===== src/rtl/traffic_light_controller.sv =====
// Four-approach signal sequencer: one Moore FSM with a WL-bit phase timer steps
// EW, WN_ES, NS, NE_SW phases; Car decides whether each turn phase is served.
module traffic_light_controller #(
    parameter int unsigned WL = 4
) (
    input  logic CLK,
    input  logic RST,
    input  logic Car,
    output logic Green_WN_ES,
    output logic Yellow_WN_ES,
    output logic Red_WN_ES,
    output logic Green_NE_SW,
    output logic Yellow_NE_SW,
    output logic Red_NE_SW,
    output logic Green_EW,
    output logic Yellow_EW,
    output logic Red_EW,
    output logic Green_NS,
    output logic Yellow_NS,
    output logic Red_NS
);

    localparam logic [WL-1:0] GreenLast  = {WL{1'b1}};
    localparam logic [WL-1:0] YellowLast = WL'((2 ** (WL - 2)) - 1);

    typedef enum logic [3:0] {
        StAllRed = 4'd0,
        StEwG    = 4'd1,
        StEwY    = 4'd2,
        StWnesG  = 4'd3,
        StWnesY  = 4'd4,
        StNsG    = 4'd5,
        StNsY    = 4'd6,
        StNeswG  = 4'd7,
        StNeswY  = 4'd8
    } state_e;

    state_e          state_q;
    logic [WL-1:0]   timer_q;
    logic            green_done;
    logic            yellow_done;

    assign green_done  = (timer_q == GreenLast);
    assign yellow_done = (timer_q == YellowLast);

    // Every branch that changes state also clears the timer; otherwise it counts up.
    always_ff @(posedge CLK or negedge RST) begin
        if (!RST) begin
            state_q <= StAllRed;
            timer_q <= '0;
        end else begin
            timer_q <= timer_q + 1'b1;
            case (state_q)
                StAllRed: begin
                    state_q <= StEwG;
                    timer_q <= '0;
                end
                StEwG: if (green_done) begin
                    state_q <= StEwY;
                    timer_q <= '0;
                end
                StEwY: if (yellow_done) begin
                    state_q <= Car ? StWnesG : StNsG;
                    timer_q <= '0;
                end
                StWnesG: if (green_done) begin
                    state_q <= StWnesY;
                    timer_q <= '0;
                end
                StWnesY: if (yellow_done) begin
                    state_q <= StNsG;
                    timer_q <= '0;
                end
                StNsG: if (green_done) begin
                    state_q <= StNsY;
                    timer_q <= '0;
                end
                StNsY: if (yellow_done) begin
                    state_q <= Car ? StNeswG : StEwG;
                    timer_q <= '0;
                end
                StNeswG: if (green_done) begin
                    state_q <= StNeswY;
                    timer_q <= '0;
                end
                StNeswY: if (yellow_done) begin
                    state_q <= StEwG;
                    timer_q <= '0;
                end
                default: begin
                    state_q <= StAllRed;
                    timer_q <= '0;
                end
            endcase
        end
    end

    // Movement index: 0 EW, 1 WN_ES, 2 NS, 3 NE_SW. Red is derived so exactly one lamp is lit.
    logic [3:0] grn;
    logic [3:0] yel;

    always_comb begin
        grn = '0;
        yel = '0;
        case (state_q)
            StEwG:   grn[0] = 1'b1;
            StEwY:   yel[0] = 1'b1;
            StWnesG: grn[1] = 1'b1;
            StWnesY: yel[1] = 1'b1;
            StNsG:   grn[2] = 1'b1;
            StNsY:   yel[2] = 1'b1;
            StNeswG: grn[3] = 1'b1;
            StNeswY: yel[3] = 1'b1;
            default: ;
        endcase
    end

    assign Green_EW     = grn[0];
    assign Yellow_EW    = yel[0];
    assign Red_EW       = ~(grn[0] | yel[0]);
    assign Green_WN_ES  = grn[1];
    assign Yellow_WN_ES = yel[1];
    assign Red_WN_ES    = ~(grn[1] | yel[1]);
    assign Green_NS     = grn[2];
    assign Yellow_NS    = yel[2];
    assign Red_NS       = ~(grn[2] | yel[2]);
    assign Green_NE_SW  = grn[3];
    assign Yellow_NE_SW = yel[3];
    assign Red_NE_SW    = ~(grn[3] | yel[3]);

endmodule


===== config.mk =====
export PLATFORM = sky130hd
export DESIGN_NAME = traffic_light_controller
export DESIGN_NICKNAME = d
export VERILOG_FILES = /design/src/rtl/traffic_light_controller.sv
export SDC_FILE = /design/constraint.sdc
export NUM_CORES = 1
export LEC_CHECK = 0
export ABC_CLOCK_PERIOD_IN_PS = 3100
export CAP_MARGIN = 20
export CORE_MARGIN = 2
export CORE_UTILIZATION = 40
export CTS_CLUSTER_DIAMETER = 150
export CTS_CLUSTER_SIZE = 8
export DETAILED_ROUTE_END_ITERATION = 12
export GPL_TIMING_DRIVEN = 0
export PLACE_DENSITY = 0.78
export SETUP_SLACK_MARGIN = 0.1
export SYNTH_ARGS = -nofsm -noshare
export SYNTH_HDL_FRONTEND = slang
export SYNTH_SLANG_ARGS = --single-unit

===== constraint.sdc =====
create_clock -name CLK -period 3.1 [get_ports CLK]
set_input_delay 0.31 -clock CLK [delete_from_list [all_inputs] [get_ports CLK]]
set_output_delay 0.31 -clock CLK [all_outputs]
set_load 0.02 [all_outputs]

==> job_summary.md <==
## Synthesis and layout report

| Metric | Value |
|---|---|
| Initial antenna violation count | `0` |
| Peak VDD IR | `586 uV` |
| Synth async-reset ratio | `1.00` |
| DRC Markers | `0` |
| LEAKAGE | `0.305 nW` |
| DR vias/cell | `between 5 and 6` |
| Yosys cell types | `28` |
| Number of diodes | `0` |
| Via count | `535` |
| Unrepaired setup endpoints after global routing | `false` |
| Cells on worst reg2reg path | `5` |
| PD cells | `1250 mW/mm^2` |
| Max-slew headroom | `0.718` |
| Post-Syn Area | `571 sq um` |
| Final-report hold violation count | `0` |
| Final worst-path cycle share | `0.725` |
| Critical Path End Type | `primary output` |
| Fin Setup TNS | `0 ns` |
| Syn. warnings | `0` |
| Fmax | `about 440 MHz` |
| Postcts setup bufs | `0` |
| Clk Latency, worst-skew pair | `between 0.2 and 0.3 ns` |
| Synth-to-Final Area Change | `31.8%` |
| CTS tree | `done` |
| Setup WS post-layout | `0.852 ns` |
| Die y size | `41.8 microns` |
| Post-synth seq share | `0.351` |
| Status | `finished, final reports clean` |
| Hold buffer count at cts | `0` |
| Clock Tree Buf Depth | `2` |
| Total GRT Usage | `0.169` |
| Layout cell share with drive strength beyond 1 | `0.129` |
| CTS clk-pin slew, worst paths | `0.06 ns` |
| Setup crit end | `Green_NE_SW` |
| I/O Pins | `15` |
| Floorplan Nets | `72` |
| R2r startpoint | `timer_q[0]` |
| Main flop type | `dfrtp_1` |
| Period minus WS final | `2.25 ns` |
| Fin nets | `91` |
| Num CTS Buffers | `3` |
| Sink Count | `8` |
| First-pass GRT wire length | `~2200 microns` |
| Post-Route WL | `1310 microns` |
| I/O Buffers | `14` |
| Flip-flops with a built-in enable | `0` |
==> Yosys cell counts (2+ instances only) <==
cell	n	area, sq um
nand2b_1	6	37.5
nor3_1	5	25.0
dfrtp_1	8	200
nand3_1	2	10.0
buf_2	2	10.0
o21ai_0	3	15.0
o31ai_1	2	15.0
o21a_1	3	22.5
nor2_1	12	45.0
nand2_1	5	18.8
buf_6	2	22.5
inv_1	2	7.51
==> flip-flops by register name, summed over array words and instances, names as in the netlist <==
| register | count |
|---|---|
| state_q | 4 |
| timer_q | 4 |
==> cell usage in the layout (no fill, tap or decap), drive strengths merged, types with 2 or more instances in the layout <==
cell type	n
clkdlybuf4s50	14
nor2	13
dfrtp	8
nand2b	6
nor3	6
nand2	5
clkbuf	4
buf	4
o21ai	3
o21a	3
nand3	2
inv	2
o31ai	2
==> critical path, stage by stage (launching register included) <==
cell and delay (ns):
dfrtp_1 0.41, buf_2 0.19, nand2b_1 0.21, nor2_1 0.21
clkdlybuf4s50_1 0.65
==> final cells by class <==
cell class,instances,area (sq um),area share
sequential,8,200,0.266
clock buffer,3,22.5,0.0300
timing repair buffer,14,140,0.186
inverter,2,7.51,0.00998
multi-input combinational,53,327,0.434
tap,15,18.8,0.0250
buffer,5,36.3,0.0483
==> metrics by stage <==
step	power, mW	hold WS, ns
finish	0.942	0.319
global route	1.02	0.336
CTS	0.948	0.327
detailed placement	0.864	0.476
global placement	0.843	0.474
floorplan	0.653	0.0144
==> where the power goes <==
part           switching, mW  leakage (nW)  internal, mW
combinational          0.372         0.189         0.299
sequential            0.0366         0.102         0.150
clock                 0.0401        0.0138        0.0446
==> how the worst min path moves through the flow <==
stage	end	slack [ns]	cells after the start
2_1_floorplan	state_q[0]	0.01	0
3_3_place_gp	timer_q[0]	0.47	1
3_5_place_dp	timer_q[0]	0.48	1
4_1_cts	timer_q[1]	0.33	1
5_1_grt	timer_q[0]	0.34	1
6_report	timer_q[1]	0.32	1
==> cell families (layout without fill, tap and decap cells) <==
kind of cell,count (synthesis),after routing,share of synthesized area
adder cells (fa/ha/maj),1,1,0.0219
multiplexers,1,1,0.0263
AND/OR/NAND/NOR,38,38,0.368
buffers and inverters,7,24,0.0768
AND-OR/OR-AND,13,13,0.156
flip-flops,8,8,0.351
==> layer usage <==
metal | routed length, microns | global-route usage | part of all wire | vias up
met4 | 35 | 0.0968 | 0.027 | 0
met1 | 589 | 0.216 | 0.45 | 256
met5 | 0 | 0 | 0 | -
met2 | 642 | 0.241 | 0.49 | 5
li1 | - | - | - | 269
met3 | 37 | 0.0652 | 0.028 | 5
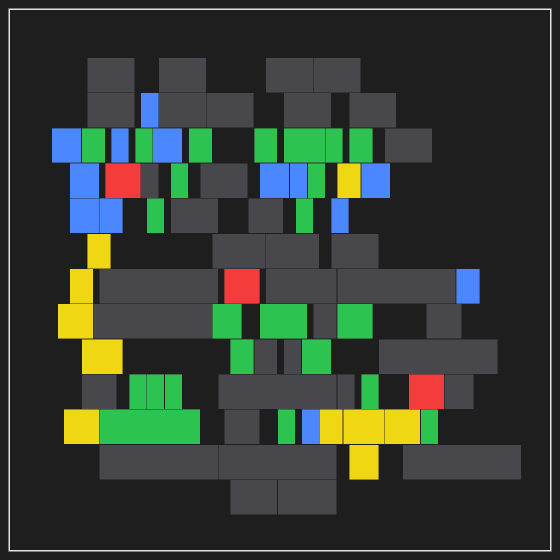
**Above:** logic cells by family.
| family | colour | cells | most used |
|---|---|---|---|
| nand cells | blue | 13 | nand2b_1 |
| aoi and oai cells | yellow | 10 | o21ai_0 |
| nor cells | green | 23 | nor2_1 |
| non-inverting ao/oa cells | red | 3 | o21a_1 |
Comb area share: 0.434
commonest non-fill, non-tap cell in the layout: clkdlybuf4s50_1
Non-Filler Instances: 100

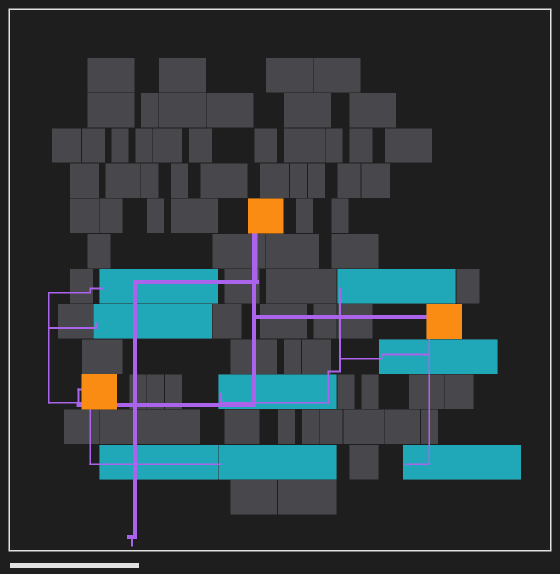
**Above:** routed clock nets over the placement.
The bar under the picture is 10 microns long.
[flip-flops] cyan | count: 8
[clock wires] purple | length: 156 microns
[clock drivers] orange | count: 3
routed clock nets: 4
Worst Skew: 0.00309 ns
Clock power frac: 0.090

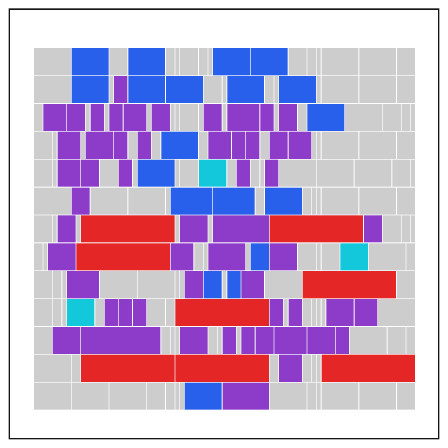
**Above:** cell classes on the final placement.
Fill, decap, tap and diode cells in grey.
| class | colour | cells |
|---|---|---|
| remaining buffers and delay cells | blue | 19 |
| combinational and other logic | purple | 55 |
| sequential cells | red | 8 |
| clock drivers | cyan | 3 |
Row Count: 13
Seq/total area: 0.266
Placeable Area: 0.00132 sq mm
final core utilization: 0.571
design area: 752 sq um

Power is estimated from default activity; no workload was simulated.
